Fig. 1: gate families picked out
Scale: 3 px per µm.
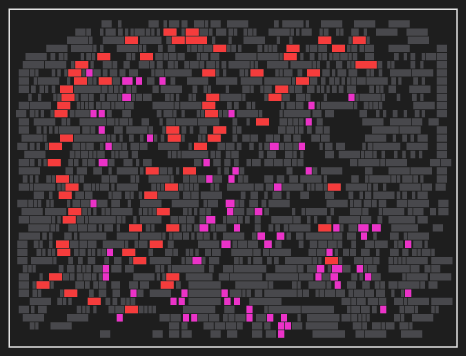
Fig. 2: drive-strength map
Scale: 3 px per µm.
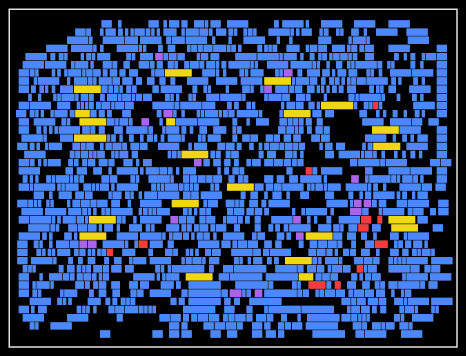
===== src/rtl/coi2_comb_decimator.sv =====
// Second-order comb and decimator for the sinc2 ADC path, with a valid/ready output register.
// Optional COI2_COMB_ROUND_EN: round-half-up with saturation instead of a truncating shift.
module coi2_comb_decimator #(
  parameter int DATA_W = 32,
  parameter int OSR_W  = 16,
  parameter int SHIFT  = 0
) (
  input  logic                    clk,
  input  logic                    rst_n,
  input  logic                    en,
  input  logic [OSR_W-1:0]        osr,
  input  logic [DATA_W-1:0]       din,
  output logic [DATA_W-SHIFT-1:0] dout,
  output logic                    dout_valid,
  input  logic                    dout_ready,
  output logic                    overrun
);

  localparam int OUT_W = DATA_W - SHIFT;

  logic              en_q;
  logic [OSR_W-1:0]  osr_q;
  logic [OSR_W-1:0]  cnt;
  logic [1:0]        warm;
  logic [DATA_W-1:0] z1;
  logic [DATA_W-1:0] d1;
  logic [DATA_W-1:0] c1;
  logic [DATA_W-1:0] c2;
  logic [OUT_W-1:0]  res;
  logic              rise;
  logic              tick;
  logic              res_vld;

  assign rise    = en && !en_q;
  assign tick    = en_q && (cnt == osr_q - 1'b1);
  assign res_vld = tick && (warm == 2'd2);
  assign c1      = din - z1;
  assign c2      = c1 - d1;

`ifdef COI2_COMB_ROUND_EN
  if (SHIFT > 0) begin : g_rnd
    // adding bit SHIFT-1 to the shifted value is the half-LSB round
    logic [OUT_W:0] rnd;
    assign rnd = {1'b0, c2[DATA_W-1:SHIFT]}
               + {{OUT_W{1'b0}}, c2[SHIFT-1]};
    assign res = rnd[OUT_W] ? '1 : rnd[OUT_W-1:0];
  end else begin : g_trn
    assign res = c2;
  end
`else
  assign res = c2[DATA_W-1:SHIFT];
`endif

  if (SHIFT > 0) begin : g_lsb
    logic unused_lsb;
    assign unused_lsb = ^c2[SHIFT-1:0];
  end

  always_ff @(posedge clk) begin
    if (!rst_n || !en) begin
      en_q       <= 1'b0;
      cnt        <= '0;
      warm       <= '0;
      z1         <= '0;
      d1         <= '0;
      dout       <= '0;
      dout_valid <= 1'b0;
      overrun    <= 1'b0;
      if (!rst_n) osr_q <= '0;
    end else begin
      en_q <= 1'b1;
      if (rise) begin
        osr_q <= (osr < OSR_W'(2)) ? OSR_W'(2) : osr;
        cnt   <= '0;
      end else if (tick) begin
        cnt <= '0;
        z1  <= din;
        d1  <= c1;
        if (warm != 2'd2) warm <= warm + 2'd1;
      end else begin
        cnt <= cnt + 1'b1;
      end
      if (res_vld) begin
        dout       <= res;
        dout_valid <= 1'b1;
        if (dout_valid && !dout_ready) overrun <= 1'b1;
      end else if (dout_valid && dout_ready) begin
        dout_valid <= 1'b0;
      end
    end
  end

endmodule


===== config.mk =====
export PLATFORM = sky130hd
export DESIGN_NAME = coi2_comb_decimator
export DESIGN_NICKNAME = d
export VERILOG_FILES = /design/src/rtl/coi2_comb_decimator.sv
export SDC_FILE = /design/constraint.sdc
export NUM_CORES = 1
export LEC_CHECK = 0
export CORE_ASPECT_RATIO = 0.75
export CORE_UTILIZATION = 55
export CTS_CLUSTER_SIZE = 12
export DETAILED_ROUTE_END_ITERATION = 16
export PLACE_DENSITY = 0.76
export SYNTH_ARGS = -nofsm -noshare
export SYNTH_HDL_FRONTEND = slang
export SYNTH_SLANG_ARGS = --single-unit

===== constraint.sdc =====
create_clock -name clk -period 5.9 [get_ports clk]
set_clock_uncertainty 0.2 [all_clocks]
set_input_delay 0.59 -clock clk [delete_from_list [all_inputs] [get_ports clk]]
set_output_delay 0.59 -clock clk [all_outputs]
set_load 0.005 [all_outputs]

==> results.yml <==
# generated from flow reports
detailed_routing:
  ant_nets: 0
  drc_errors: 0
  drt_pre_antenna_iters: 5
  wl_per_cell_um: 15.1
  routed-via-count: 8180
  via_per_inst: 5.72
  postRouteWirelength_mm: 21.6
  drt-initial-drc-count: 611
worst_setup_path:
  path_cells: "clkdlybuf4s50_1 -> inv_1 -> ha_1 -> inv_1 -> fa_1 -> a21o_1 -> a21oi_1 -> o21ai_0 -> and2_1 -> a2111oi_0 -> buf_4 -> or3_1 -> nand2_1 -> ha_1 -> and4_1 -> o2111ai_1 -> or4_1 -> o211ai_1 -> a41oi_1 -> xnor2_1 -> or4_1 -> nand3_1"
  critPathSlowestCell: "or4_1"
  worst-path-buf-inv: 4
  required_ns: 6.07
  start_kind: "input port"
  crit_arrival_ns: 5.64
  critPathCaptureType: "register"
  crit_type: "in2reg"
  slowest_delay_ns: 0.50
  critical_path.max_fanout: 8
  crit_family: "simple AND/OR/NAND/NOR gates"
pwr:
  p_leak_nw: 3.80
  vdd_drop_max_mv: 0.167
  p_per_area_nw_per_um2: 240
run_status:
  outcome: "completed"
synth:
  yosys_area_um2: 8890
  synth.largest_area_cell: "dfxtp_1"
  synth_area_um2: 8890
  synth_adder_area_share: 0.0960
  top_area_frac: 0.264
  ys_warn_count: 0
  synth.distinct_cells: 62
  syn_inst: 1151
  logic_family: "simple AND/OR/NAND/NOR gates"
  syn_area_per_cell_um2: 7.72
  flop_cell: "dfxtp_1"
  synth_flops: 133
  synthSimpleGateAreaFrac: 0.231
  syn-num-nets: 1270
  area_leaders: "dfxtp_1 (26%), ha_1 (9.2%), nand2_1 (7.9%), a21oi_1 (7.3%), edfxtp_1 (5.4%)"
  edf_count: 16
  yosys_cells: 1151
  ys_sh_xor: 0.0828
  postSynthSeqShare: 0.318
final_timing:
  slew_viol_final: 0
  period_needed_ns: 5.47
  rsz0062_at_grt: "no"
  min_period_over_period: 0.927
  tightest_slew_ns: 1.03
  slew_headroom: 0.313
  setup_violations: 0
  hold_violations: 0
  max_freq_mhz: 183
  fin_ws_ns: 0.430
  fin_setup_tns_ns: 0
clocking:
  insertion_delay_ns: 0.43
  cts.root.buffer_cell: "clkbuf_16"
  clkTransAtPathRegs_ns: 0.06
  hold_buffers: 0
  tritoncts: "built"
  postCtsSetupBuffers: 0
  cts_sinks: 133
  h-tree-depth: 4
  cts_buffers: 17
  clk_path_buf_depth: 2
finish:
  fin_nets: 1332
  antenna_cells: 0
  area_growth_pct: 17.4
  nFillCells: 1360
  fin_area_um2: 10400
  drive_above_1_share: 0.0408
grt:
  grt_pass1_vias: 7121
  antenna_found_initial: 0
  grt_max_degree: 72
  grt_usage: 0.270
  grt-ovfl-total: 0
  grt_pass1_wl_mm: 36.1
die:
  die_y_um: 112
  die_w_um: 149
  initial_utilization: 0.573
  die-area_um2: 16700
  rows: 39
  io_pins: 86
  core-area_um2: 15500
hold_path:
  hp-class: "reg2reg"
placed_design:
  dpl_worst_slack_ns: 0.0815
  place_area_um2: 9850
  io_buffers: 85
  dp_hpwl_mm: 16.1
  place.gp.congestion: 0.886
  dp.cells: 1399
flow_run:
  tool_warnings: 26
  cap_violations: 0
-- Fig. 1 (at the start) --
Magenta is AND and OR gates, cells 70. Red is adder and majority cells, cells 67.
most frequent logic cell in the layout: nand2_1
Finished Layout Cells: 1431
multi-input combinational area share: 0.527

-- Fig. 2 (at the start) --
Blue is drive 1 or less, cells 1176, share 96%. Purple is drive 3 to 4, cells 17, share 1.4%. Yellow is drive 6 and up, cells 22, share 1.8%. Red is drive 2, cells 11, share 0.90%.

layout by cell type (no fill, tap or decap), types with 4 or more instances in the layout:
cell type        Yosys  layout
nor4_1              10      10
a21oi_1            129     129
and4_1              10       9
nor2b_1              5       5
and3_1              35      35
buf_4                0       9
o31ai_1              8       8
nor3_1              21      21
ha_1                65      65
a31oi_1              9       9
nand3_1             37      37
a211oi_1            12      12
nand2_1            188     187
a41oi_1              7       7
clkbuf_16            0      17
a21o_1              30      30
nand4_1             19      19
mux2i_1              7       7
or4_1                7       7
clkdlybuf4s50_1      0      85
or3_1                7       7
o21bai_1            14      14
dfxtp_1            117     117
inv_1               93      93
and2_1               5       5
or2_2                4       4
nor2_1              63      63
o21ai_0             32      31
nand2b_1            11      11
o21a_1               7       7
xor2_1              35      35
xnor2_1             49      49
edfxtp_1            16      16
o211ai_1             8       8
cells by family (layout without fill, tap and decap cells):
kind of cell             after synthesis  after routing
AND/OR/NAND/NOR                      430            430
AND-OR/OR-AND                        286            286
buffers and inverters                144            219
flip-flops                           133            133
XOR/XNOR                              84             84
adder cells (fa/ha/maj)               67             67
multiplexers                           7              7
metrics by stage:
step	util	hold slack (ns)	power [mW]
after CTS	0.673	0.251	2.51
after floorplan	-	0.232	1.31
after global placement	0.635	0.238	1.46
after global routing	0.673	0.263	2.61
after detailed placement	0.635	0.244	1.46
final	0.673	0.248	2.51
metal layers:
layer / wire, µm / vias to the layer above / track usage
li1: - / 4171 / -
met1: 11700 / 3739 / 0.430
met2: 8380 / 246 / 0.366
met3: 1260 / 24 / 0.0386
met4: 271 / 0 / 0.0850
met5: 0 / - / 0
sequential cells by signal, indices dropped and copies added, names as in the netlist:
register,count
dout_valid,1
z1,32
osr_q,16
dout,32
en_q,1
overrun,1
cnt,16
d1,32
warm,2
path summary, 6_finish.rpt:
check / startpoint / endpoint / slack, ns / cells after the start
worst max-delay path: din[0] / dout[31] / 0.43 / 22
worst min-delay path: z1[29] / z1[29] / 0.25 / 2
worst max register to register: z1[0] / dout[31] / 0.75 / 20
worst min register to register: z1[29] / z1[29] / 0.25 / 2
power breakdown:
part | switching (mW) | internal [mW] | total [mW] | leakage [nW]
logic | 0.297 | 0.216 | 0.513 | 2.40
clock network | 0.412 | 0.645 | 1.06 | 0.280
registers | 0.0120 | 0.926 | 0.938 | 1.12
total | 0.721 | 1.79 | 2.51 | 3.80
cells in the mapped netlist (19+ instances only):
library cell    n
xnor2_1        49
and3_1         35
nor3_1         21
ha_1           65
nand2_1       188
o21ai_0        32
a21o_1         30
nand4_1        19
nand3_1        37
a21oi_1       129
inv_1          93
xor2_1         35
clkbuf_1       34
nor2_1         63
dfxtp_1       117
final cells by class:
type / instances / area [µm²] / share of cell area
multi-input combinational: 874 / 5500 / 0.527
sequential: 133 / 2820 / 0.270
timing repair buffer: 94 / 918 / 0.0880
clock buffer: 21 / 460 / 0.0441
inverter: 93 / 349 / 0.0334
tap: 205 / 256 / 0.0246
clock inverter: 11 / 128 / 0.0122
Power and IR drop assume default switching activity.
